run_1/wires.png
The bar under the picture is 20 um long.
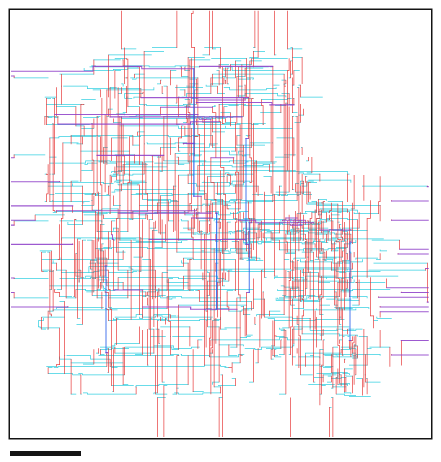
run_1/flops_by_reg.png
Other sequential cells in the stronger gray, the rest of the logic in the fainter gray.
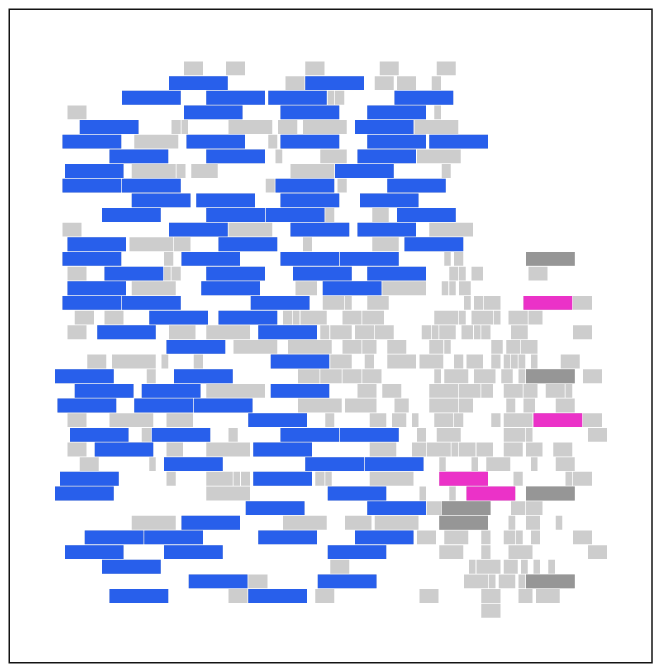
run_1/clk_routes.png
The bar under the picture is 20 um long.
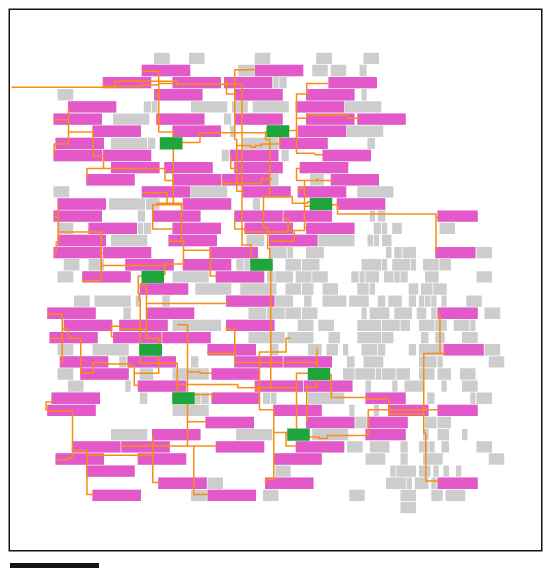
## src/rtl/call_stack_controller.sv

```systemverilog
// -----------------------------------------------------------------------------
// call_stack_controller
//
// Hardware return-address stack for a single-cycle CPU. Call instructions push
// the return PC and return instructions pop it. The current top entry is shown
// combinationally, so a return resolves in the same cycle it is decoded.
// Overflow and underflow are recorded as sticky error flags, and the deepest
// occupancy since the last reset or flush is kept for debug.
//
// Ports
//   clk             in   system clock, rising edge
//   rst             in   asynchronous active-high reset
//   stack_push      in   push push_addr this cycle
//   stack_pop       in   pop the top entry this cycle
//   flush           in   synchronous clear of the stack (pointer only)
//   push_addr       in   [ADDR_W]  return address to store
//   top_addr        out  [ADDR_W]  current top entry, 0 when empty (combinational)
//   empty           out  stack holds no entries
//   full            out  stack holds DEPTH entries
//   depth           out  [PTR_W+1] current entry count, 0..DEPTH
//   high_water      out  [PTR_W+1] maximum depth since reset or flush
//   stack_overflow  out  sticky: push attempted while full
//   stack_underflow out  sticky: pop attempted while empty
// -----------------------------------------------------------------------------
module call_stack_controller #(
    parameter int unsigned ADDR_W = 12,
    parameter int unsigned DEPTH  = 8,
    parameter int unsigned PTR_W  = $clog2(DEPTH)
) (
    input  logic              clk,
    input  logic              rst,
    input  logic              stack_push,
    input  logic              stack_pop,
    input  logic              flush,
    input  logic [ADDR_W-1:0] push_addr,
    output logic [ADDR_W-1:0] top_addr,
    output logic              empty,
    output logic              full,
    output logic [PTR_W:0]    depth,
    output logic [PTR_W:0]    high_water,
    output logic              stack_overflow,
    output logic              stack_underflow
);

    localparam int unsigned CNT_W = PTR_W + 1;

    // Control state: entry count, high-water mark and sticky error flags.
    logic [CNT_W-1:0]  depth_q, depth_d;
    logic [CNT_W-1:0]  hw_q, hw_d;
    logic              ovf_q, ovf_d;
    logic              unf_q, unf_d;

    // Entry storage; contents are never reset, only the count is.
    logic [ADDR_W-1:0] mem_q [DEPTH];

    logic              wr_en;
    logic [PTR_W-1:0]  wr_idx;
    logic [PTR_W-1:0]  top_idx;
    logic              is_empty;
    logic              is_full;

    assign is_empty = (depth_q == CNT_W'(0));
    assign is_full  = (depth_q == CNT_W'(DEPTH));

    // Index of the current top entry; only meaningful when not empty.
    assign top_idx  = PTR_W'(depth_q - CNT_W'(1));

    // Next-state decode: flush wins over push/pop.
    always_comb begin
        depth_d = depth_q;
        hw_d    = hw_q;
        ovf_d   = ovf_q;
        unf_d   = unf_q;
        wr_en   = 1'b0;
        wr_idx  = top_idx;

        if (flush) begin
            depth_d = CNT_W'(0);
            hw_d    = CNT_W'(0);
        end else begin
            unique case ({stack_push, stack_pop})
                2'b10: begin
                    if (is_full) begin
                        ovf_d = 1'b1;
                    end else begin
                        wr_en   = 1'b1;
                        wr_idx  = PTR_W'(depth_q);
                        depth_d = depth_q + CNT_W'(1);
                    end
                end
                2'b01: begin
                    if (is_empty) begin
                        unf_d = 1'b1;
                    end else begin
                        depth_d = depth_q - CNT_W'(1);
                    end
                end
                2'b11: begin
                    // Tail call replaces the top in place; on an empty
                    // stack the pop half underflows and the push still lands.
                    wr_en = 1'b1;
                    if (is_empty) begin
                        wr_idx  = PTR_W'(0);
                        depth_d = CNT_W'(1);
                        unf_d   = 1'b1;
                    end else begin
                        wr_idx  = top_idx;
                    end
                end
                default: begin
                end
            endcase

            if (depth_d > hw_q) begin
                hw_d = depth_d;
            end
        end
    end

    // Control registers.
    always_ff @(posedge clk or posedge rst) begin
        if (rst) begin
            depth_q <= CNT_W'(0);
            hw_q    <= CNT_W'(0);
            ovf_q   <= 1'b0;
            unf_q   <= 1'b0;
        end else begin
            depth_q <= depth_d;
            hw_q    <= hw_d;
            ovf_q   <= ovf_d;
            unf_q   <= unf_d;
        end
    end

    // Entry write port; suppressed while reset is held.
    always_ff @(posedge clk) begin
        if (wr_en && !rst) begin
            mem_q[wr_idx] <= push_addr;
        end
    end

    // Outputs.
    assign top_addr        = is_empty ? ADDR_W'(0) : mem_q[top_idx];
    assign empty           = is_empty;
    assign full            = is_full;
    assign depth           = depth_q;
    assign high_water      = hw_q;
    assign stack_overflow  = ovf_q;
    assign stack_underflow = unf_q;

endmodule

```

## config.mk

```make
export PLATFORM = sky130hd
export DESIGN_NAME = call_stack_controller
export DESIGN_NICKNAME = d
export VERILOG_FILES = /design/src/rtl/call_stack_controller.sv
export SDC_FILE = /design/constraint.sdc
export NUM_CORES = 1
export LEC_CHECK = 0
export CAP_MARGIN = 40
export CORE_AREA = 8 8 111 113
export DETAILED_ROUTE_END_ITERATION = 10
export DIE_AREA = 0 0 119 121
export GPL_ROUTABILITY_DRIVEN = 0
export GPL_TIMING_DRIVEN = 0
export PLACE_DENSITY_LB_ADDON = 0.25
export SYNTH_ARGS = -nofsm -noshare
export SYNTH_HDL_FRONTEND = slang
export SYNTH_SLANG_ARGS = --single-unit
```

## constraint.sdc

```tcl
create_clock -name clk -period 6.21 [get_ports clk]
set_input_delay 1.863 -clock clk [delete_from_list [all_inputs] [get_ports clk]]
set_output_delay 1.863 -clock clk [all_outputs]
set_load 0.05 [all_outputs]
```

==> git commit body, run 1 <==
Record implementation results from latest flow run

- Run status: finished clean
* Wire length on met3: 693 um
* Well-tap cell count: 140
* Sequential share of the synthesized area: 0.677
* Post-Route WL: 10,200 um
- Setup_tns: 0 ns
- The tree is rooted in a clkbuf_8.
- Proportion of total power due to net switching: 0.326
* Clock slew seen by the registers of the worst setup and hold paths: 0.10 ns
- Top reg by flops: mem_q
* Wire length of the first global-routing pass: 16,300 um
- Relative slew margins: 0.488
- Total Routing Usage GR: 0.150
- Counting pins that exceed their max-slew limit in the final report gives 0.
* Port Buf Inserts: 40
- Global-route met1 utilization: 0.187
- Once detail routing completed, the nets flagged for antenna violations numbered 0.
- Avg Vias per Cell: 5.58
* Seq group: 0.000810 W
* Share of flip-flops with an asynchronous set or reset: 0.0943
* Part of the total power dissipated in the clock network: 0.254
- The finished cells cover 0.00555 sq mm.
- Leakage dissipation: 1.88 nW
- In the routed design, unresolved DRC markers number 0.
- Biggest consumer: registers
- RSZ-0062 raised after global routing: no
- Largest voltage drop on the vdd net: 0.136 mV
- Count of yosys warnings during synthesis: 0
- The critical path is of the reg2out type.
- CTS tree: done
* Die height: 121 um
- Synth Instances: 279
- Total placed instance area: 0.00534 sq mm
- Across all register-to-register paths, the minimum setup slack is 2.69 ns.
- Width of the chip: 119 um
- In the final design, more cell area goes to registers than to any other class.
- In the synthesized netlist the dominant register cell turns out to be edfxtp_1.
- Number of logic gates: 144
* Antenna violations before repair: 0
- Per the layout report, the design carries 914 filler cells.
- Number of hold buffers added after CTS: 0
- Per the summary, power density relative to cell area is 315 mW/mm^2.
* GR Layer Usage met3: 0.0354
* Crit path arrival time: 3.66 ns
- The switching component of the power was reported as 0.000569 W.
- Logic share of the area: 0.253
- Deepest level of the CTS H-tree: 3
- Sum of net half-perimeters after detailed placement: 6940 um
- Count of flip-flops with a built-in enable after synthesis: 96
- Per the log, the first TritonRoute iteration ended with a DRC count of 197.
- The worst setup path is launched from a register.
- CP max FO: 10
- The layout report lists the clock-cell share of area as 0.0379.
* Proportion of final cell area spent on non-clock buffers: 0.103
- Routed WL per cell: 21.1 um
* Via count of the routed design: 2,696
- The register with the most flip-flops in the layout has 96 of them.
- Entering global routing, the biggest net connects 20 pins.
- The library cell used most frequently in the layout, excluding fill and tap cells, is edfxtp_1.
- The number of cells on the worst hold path is listed as 2.
- Kind of end point of the critical path: primary output
## Picture notes: wires.png
purple -> metal 3  # wire length 694 um
blue -> metal 4  # wire length 165 um
cyan -> metal 1  # wire length 4,240 um
red -> metal 2  # wire length 5,080 um

## Picture notes: flops_by_reg.png
magenta -> depth  # sequential cells 4
blue -> mem_q  # sequential cells 96
not colored = 6

## Picture notes: clk_routes.png
green -> clock drivers  # count 9
orange -> clock wires  # length 1,220 um
magenta -> flip-flops  # count 106
routed clock nets = 10

[run 1: metrics by stage]
step	util	instances	setup WS [ns]	hold slack [ns]	power (W)
after floorplan	-	279	1.54	0.751	0.00117
after global placement	0.491	459	0.767	0.441	0.00131
after detailed placement	0.503	467	1.05	0.453	0.00133
after CTS	0.523	483	0.606	0.480	0.00177
after global routing	0.523	483	0.461	0.505	0.00183
final	0.523	483	0.685	0.471	0.00175
[run 1: cell usage after synthesis, drive strengths merged (4+ instances only)]
| library cell | instances | area, sq um |
|---|---|---|
| nand2 | 18 | 67.6 |
| mux4 | 24 | 541 |
| buf | 11 | 63.8 |
| inv | 13 | 51.3 |
| edfxtp | 96 | 2880 |
| nor3 | 11 | 60.1 |
| a211oi | 8 | 80.1 |
| a21oi | 4 | 20.0 |
| clkbuf | 5 | 18.8 |
| dfrtp | 10 | 250 |
| ha | 8 | 100 |
| o21ai | 24 | 124 |
| nor2 | 10 | 37.5 |
[run 1: worst max path at each step]
stage | start | to | slack, ns | depth (start not counted)
after floorplan | depth[0]$_DFF_PP0_ | top_addr[10] | 1.54 | 10
after global placement | stack_push | mem_q[1][8]$_DFFE_PP_ | 0.77 | 5
final | depth[0]$_DFF_PP0_ | top_addr[1] | 0.68 | 9
after global routing | depth[0]$_DFF_PP0_ | top_addr[9] | 0.46 | 9
after detailed placement | depth[0]$_DFF_PP0_ | top_addr[7] | 1.05 | 9
after CTS | depth[0]$_DFF_PP0_ | top_addr[1] | 0.61 | 9
[run 1: cells by family after synthesis]
group           count (synthesis)  share of synthesized area
simple gates                   55                     0.0630
compound gates                 51                     0.0803
flops                         106                      0.677
mux                            28                      0.126
buf+inv                        29                     0.0289
fa+ha+maj                       8                     0.0216
xor+xnor                        2                    0.00378
## Run 2: what changed since run 1
--- a/config.mk
+++ b/config.mk
@@ -7,6 +7,7 @@
 export LEC_CHECK = 0
 export CAP_MARGIN = 40
 export CORE_AREA = 8 8 111 113
+export CTS_BUF_LIST = sky130_fd_sc_hd__clkbuf_4 sky130_fd_sc_hd__clkbuf_8 sky130_fd_sc_hd__clkbuf_16
 export DETAILED_ROUTE_END_ITERATION = 10
 export DIE_AREA = 0 0 119 121
 export GPL_ROUTABILITY_DRIVEN = 0
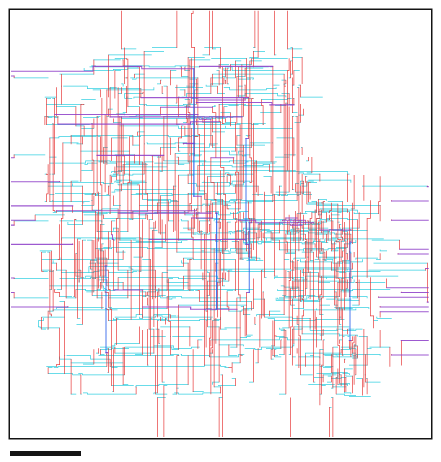
run_2/wires.png
The bar under the picture is 20 um long.
purple -> metal 3  # wire length 694 um
cyan -> metal 1  # wire length 4,240 um
red -> metal 2  # wire length 5,080 um
blue -> metal 4  # wire length 165 um

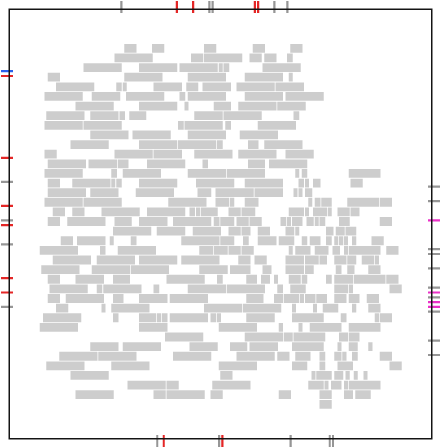
run_2/io_placement.png
Pins as bars across the die edge, other pins in gray.
red -> push_addr  # pins 12, direction input, edge 6 left, 4 top, 2 bottom
magenta -> depth  # pins 4, direction output, edge right
blue -> clk  # pins 1, direction input, edge left

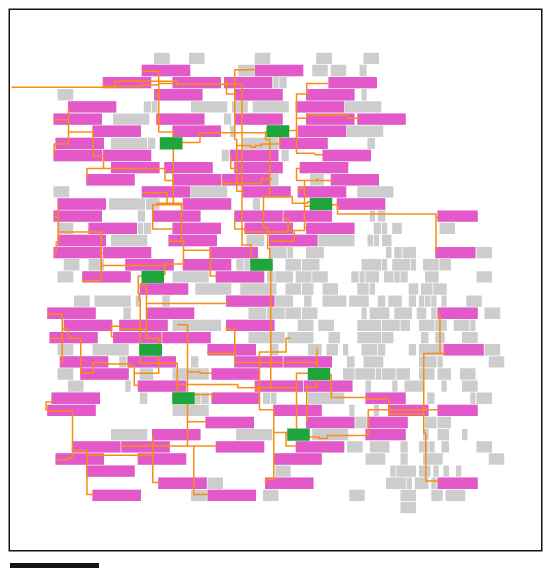
run_2/clk_routes.png
The bar under the picture is 20 um long.
green -> clock drivers  # count 9
orange -> clock wires  # length 1,220 um
magenta -> flip-flops  # count 106
routed clock nets = 10

==> git commit body, run 2 <==
Record implementation results from latest flow run

- The normalized max-slew margin was 0.488 (unchanged).
* Biggest consumer: registers
- Wire length of the first global-routing pass: 16,300 um (unchanged)
- Number of clock sinks: 106
- The number of placed instances, taps included came to 467 (unchanged).
* CTS Root Buffer Type: clkbuf_8
- Synth Instances: 279 (unchanged)
* Portion of total power attributed to sequential cells: 0.464
* Worst setup timing slack at the placement stage: 1.05 ns (unchanged)
- The total global routing track utilization was 0.150 (unchanged).
- Largest voltage drop on the vdd net: 0.136 mV (unchanged)
* Yosys top cell by instances: edfxtp_1
* Die height: 121 um (unchanged)
- Number of detailed-routing iterations run before antenna repair: 4
- The worst setup path is launched from a register.
* Sum of net half-perimeters after detailed placement: 6940 um (unchanged)
- The number of nets still failing antenna checks after routing came to 0 (unchanged).
* Most numerous cell types in the synthesized netlist: edfxtp_1 (96), mux4_2 (24), o21ai_0 (22)
- CP max FO: 10 (unchanged)
- The number of antenna violations at the first check in global routing came to 0 (unchanged).
* Final Max-Slew Violation Tally: 0 (unchanged)
- Terminating pin of the worst hold path: stack_underflow$_DFFE_PP0P_
- The highest layer touched by signal routing is met4.
- The number of design rule violations left after detail routing was 0 (unchanged).
- RSZ-0062 raised after global routing: no
* Final setup margin: 0.685 ns (unchanged)
- The async set-reset flop share out of synthesis is 0.0943 (unchanged).
- met2 track demand over resource after global routing is 0.246.
- The initial DRC count was 197 (unchanged).
- The share of the core area taken by cells at floorplan is 0.437.
- The run finished with clean final reports.
* Most frequent logic cell in the layout: edfxtp_1
- Post-Route WL: 10,200 um (unchanged)
- The reported leakage power is 1.88 nW (unchanged).
- Leading area contributor after synthesis: edfxtp_1
* Design Area, Final: 0.00555 sq mm (unchanged)
* Internal reg-to-reg setup slack: 2.69 ns (about the same)
* Deepest level of the CTS H-tree: 3 (unchanged)
- Global-route met1 utilization: 0.187 (unchanged)
* Proportion of total power due to net switching: 0.326 (unchanged)
- The cell sequence reported for the critical path is buf_2, buf_4, inv_1, ha_1, buf_1, mux4_2, o21ai_0, nand2_1, clkdlybuf4s50_1.
* Count of flip-flops with a built-in enable after synthesis: 96 (unchanged)
- Seq group: 0.000810 W (about the same)
- GRT overflow: 0
- Area contributors post-synth: edfxtp_1 (62%), mux4_2 (12%), dfrtp_1 (5.4%)
- GR Layer Usage met3: 0.0354 (unchanged)
- Total placed instance area: 0.00534 sq mm (unchanged)
* Wire length on met3: 693 um (unchanged)
- Minimum period implied by the final worst setup slack: 5.53 ns
- For this run, the leading register cell type out of synthesis is edfxtp_1.
- The data arrival at the endpoint of the critical path was 3.66 ns (about the same).
- Routed WL per cell: 21.1 um (unchanged)
* Via count of the routed design: 2,696 (unchanged)
* Post-synthesis cell count from yosys: 279
- Fraction of post-synthesis cell area in the top cell type by area: 0.623 (unchanged)
- Sequential share of the synthesized area: 0.677 (unchanged)
- The largest single stage delay on the critical path is 0.82 ns.
- Cell depth of the worst min-delay path: 2 (unchanged)
* Final core utilization: 0.523 (unchanged)
- The number of flip-flops under the largest register name was 96 (unchanged).
- Kind of end point of the critical path: primary output
- Count of yosys warnings during synthesis: 0 (unchanged)
- CTS tree: done
* Setup_tns: 0 ns (unchanged)
- Final standard cell count with taps included and fillers excluded: 483 (unchanged)
* Ratio of cells with drive above 1 in the final layout: 0.242
- Clock slew seen by the registers of the worst setup and hold paths: 0.10 ns (about the same)
- Port Buf Inserts: 40 (unchanged)
- Ranked by flip-flop count, first place goes to mem_q.
- Number of hold buffers added after CTS: 0 (unchanged)
* Pin count of the biggest net entering global routing: 20 (unchanged)
- Width of the chip: 119 um (unchanged)
* Power density cells: 315 mW/mm^2 (unchanged)
- Of the available clock period, the critical path in the final layout requires 0.890.
- Part of the total power dissipated in the clock network: 0.254 (about the same)
* Reported net switching power: 0.000569 W (unchanged)
- Category of the critical setup timing path: reg2out
- The detail-routed via count per cell came to 5.58 (unchanged).
[run 2: cell counts after synthesis]
No cell type changed its count.
[run 2: final cells by class]
type	instances	area, sq um
clock buffers	9	124
inverters	13	51.3
clock inverters	7	86.3
plain buffers	16	82.6
fillers	914	5060
well taps	140	175
multi-input cells	144	1400
repair buffers	48	490
flip-flops and latches	106	3130
[run 2: worst max-delay path by stage]
stage / slack [ns] / from / cells after the start / endpoint
3_3_place_gp: 0.77 / stack_push / 5 / mem_q[1][8]$_DFFE_PP_
3_5_place_dp: 1.05 / depth[0]$_DFF_PP0_ / 9 / top_addr[7]
2_1_floorplan: 1.54 / depth[0]$_DFF_PP0_ / 10 / top_addr[10]
5_1_grt: 0.46 / depth[0]$_DFF_PP0_ / 9 / top_addr[9]
4_1_cts: 0.61 / depth[0]$_DFF_PP0_ / 9 / top_addr[1]
6_report: 0.68 / depth[0]$_DFF_PP0_ / 9 / top_addr[1]
[run 2: cell families (layout without fill, tap and decap cells)]
family / count (synthesis) / after routing / share of synthesized area
AOI/OAI and AO/OA: 51 / 51 / 0.0803
xor gates and xnor gates: 2 / 2 / 0.00378
adders and majority gates: 8 / 8 / 0.0216
buffers and inverters: 29 / 93 / 0.0289
DFF: 106 / 106 / 0.677
muxes: 28 / 28 / 0.126
and+or+nand+nor: 55 / 55 / 0.0630
[run 2: tightest hold or removal path: cells and delay by family (launching register included)]
family,cells,cell delay (ns)
flops,1,0.35
compound gates,1,0.05
buf+inv,1,0.04
[run 2: stage by stage]
step | hold WS [ns] | total power, W
final | 0.471 | 0.00175
after global routing | 0.505 | 0.00183
after CTS | 0.480 | 0.00177
after detailed placement | 0.453 | 0.00133
after global placement | 0.441 | 0.00131
after floorplan | 0.751 | 0.00117
Power is estimated from default activity; no workload was simulated.
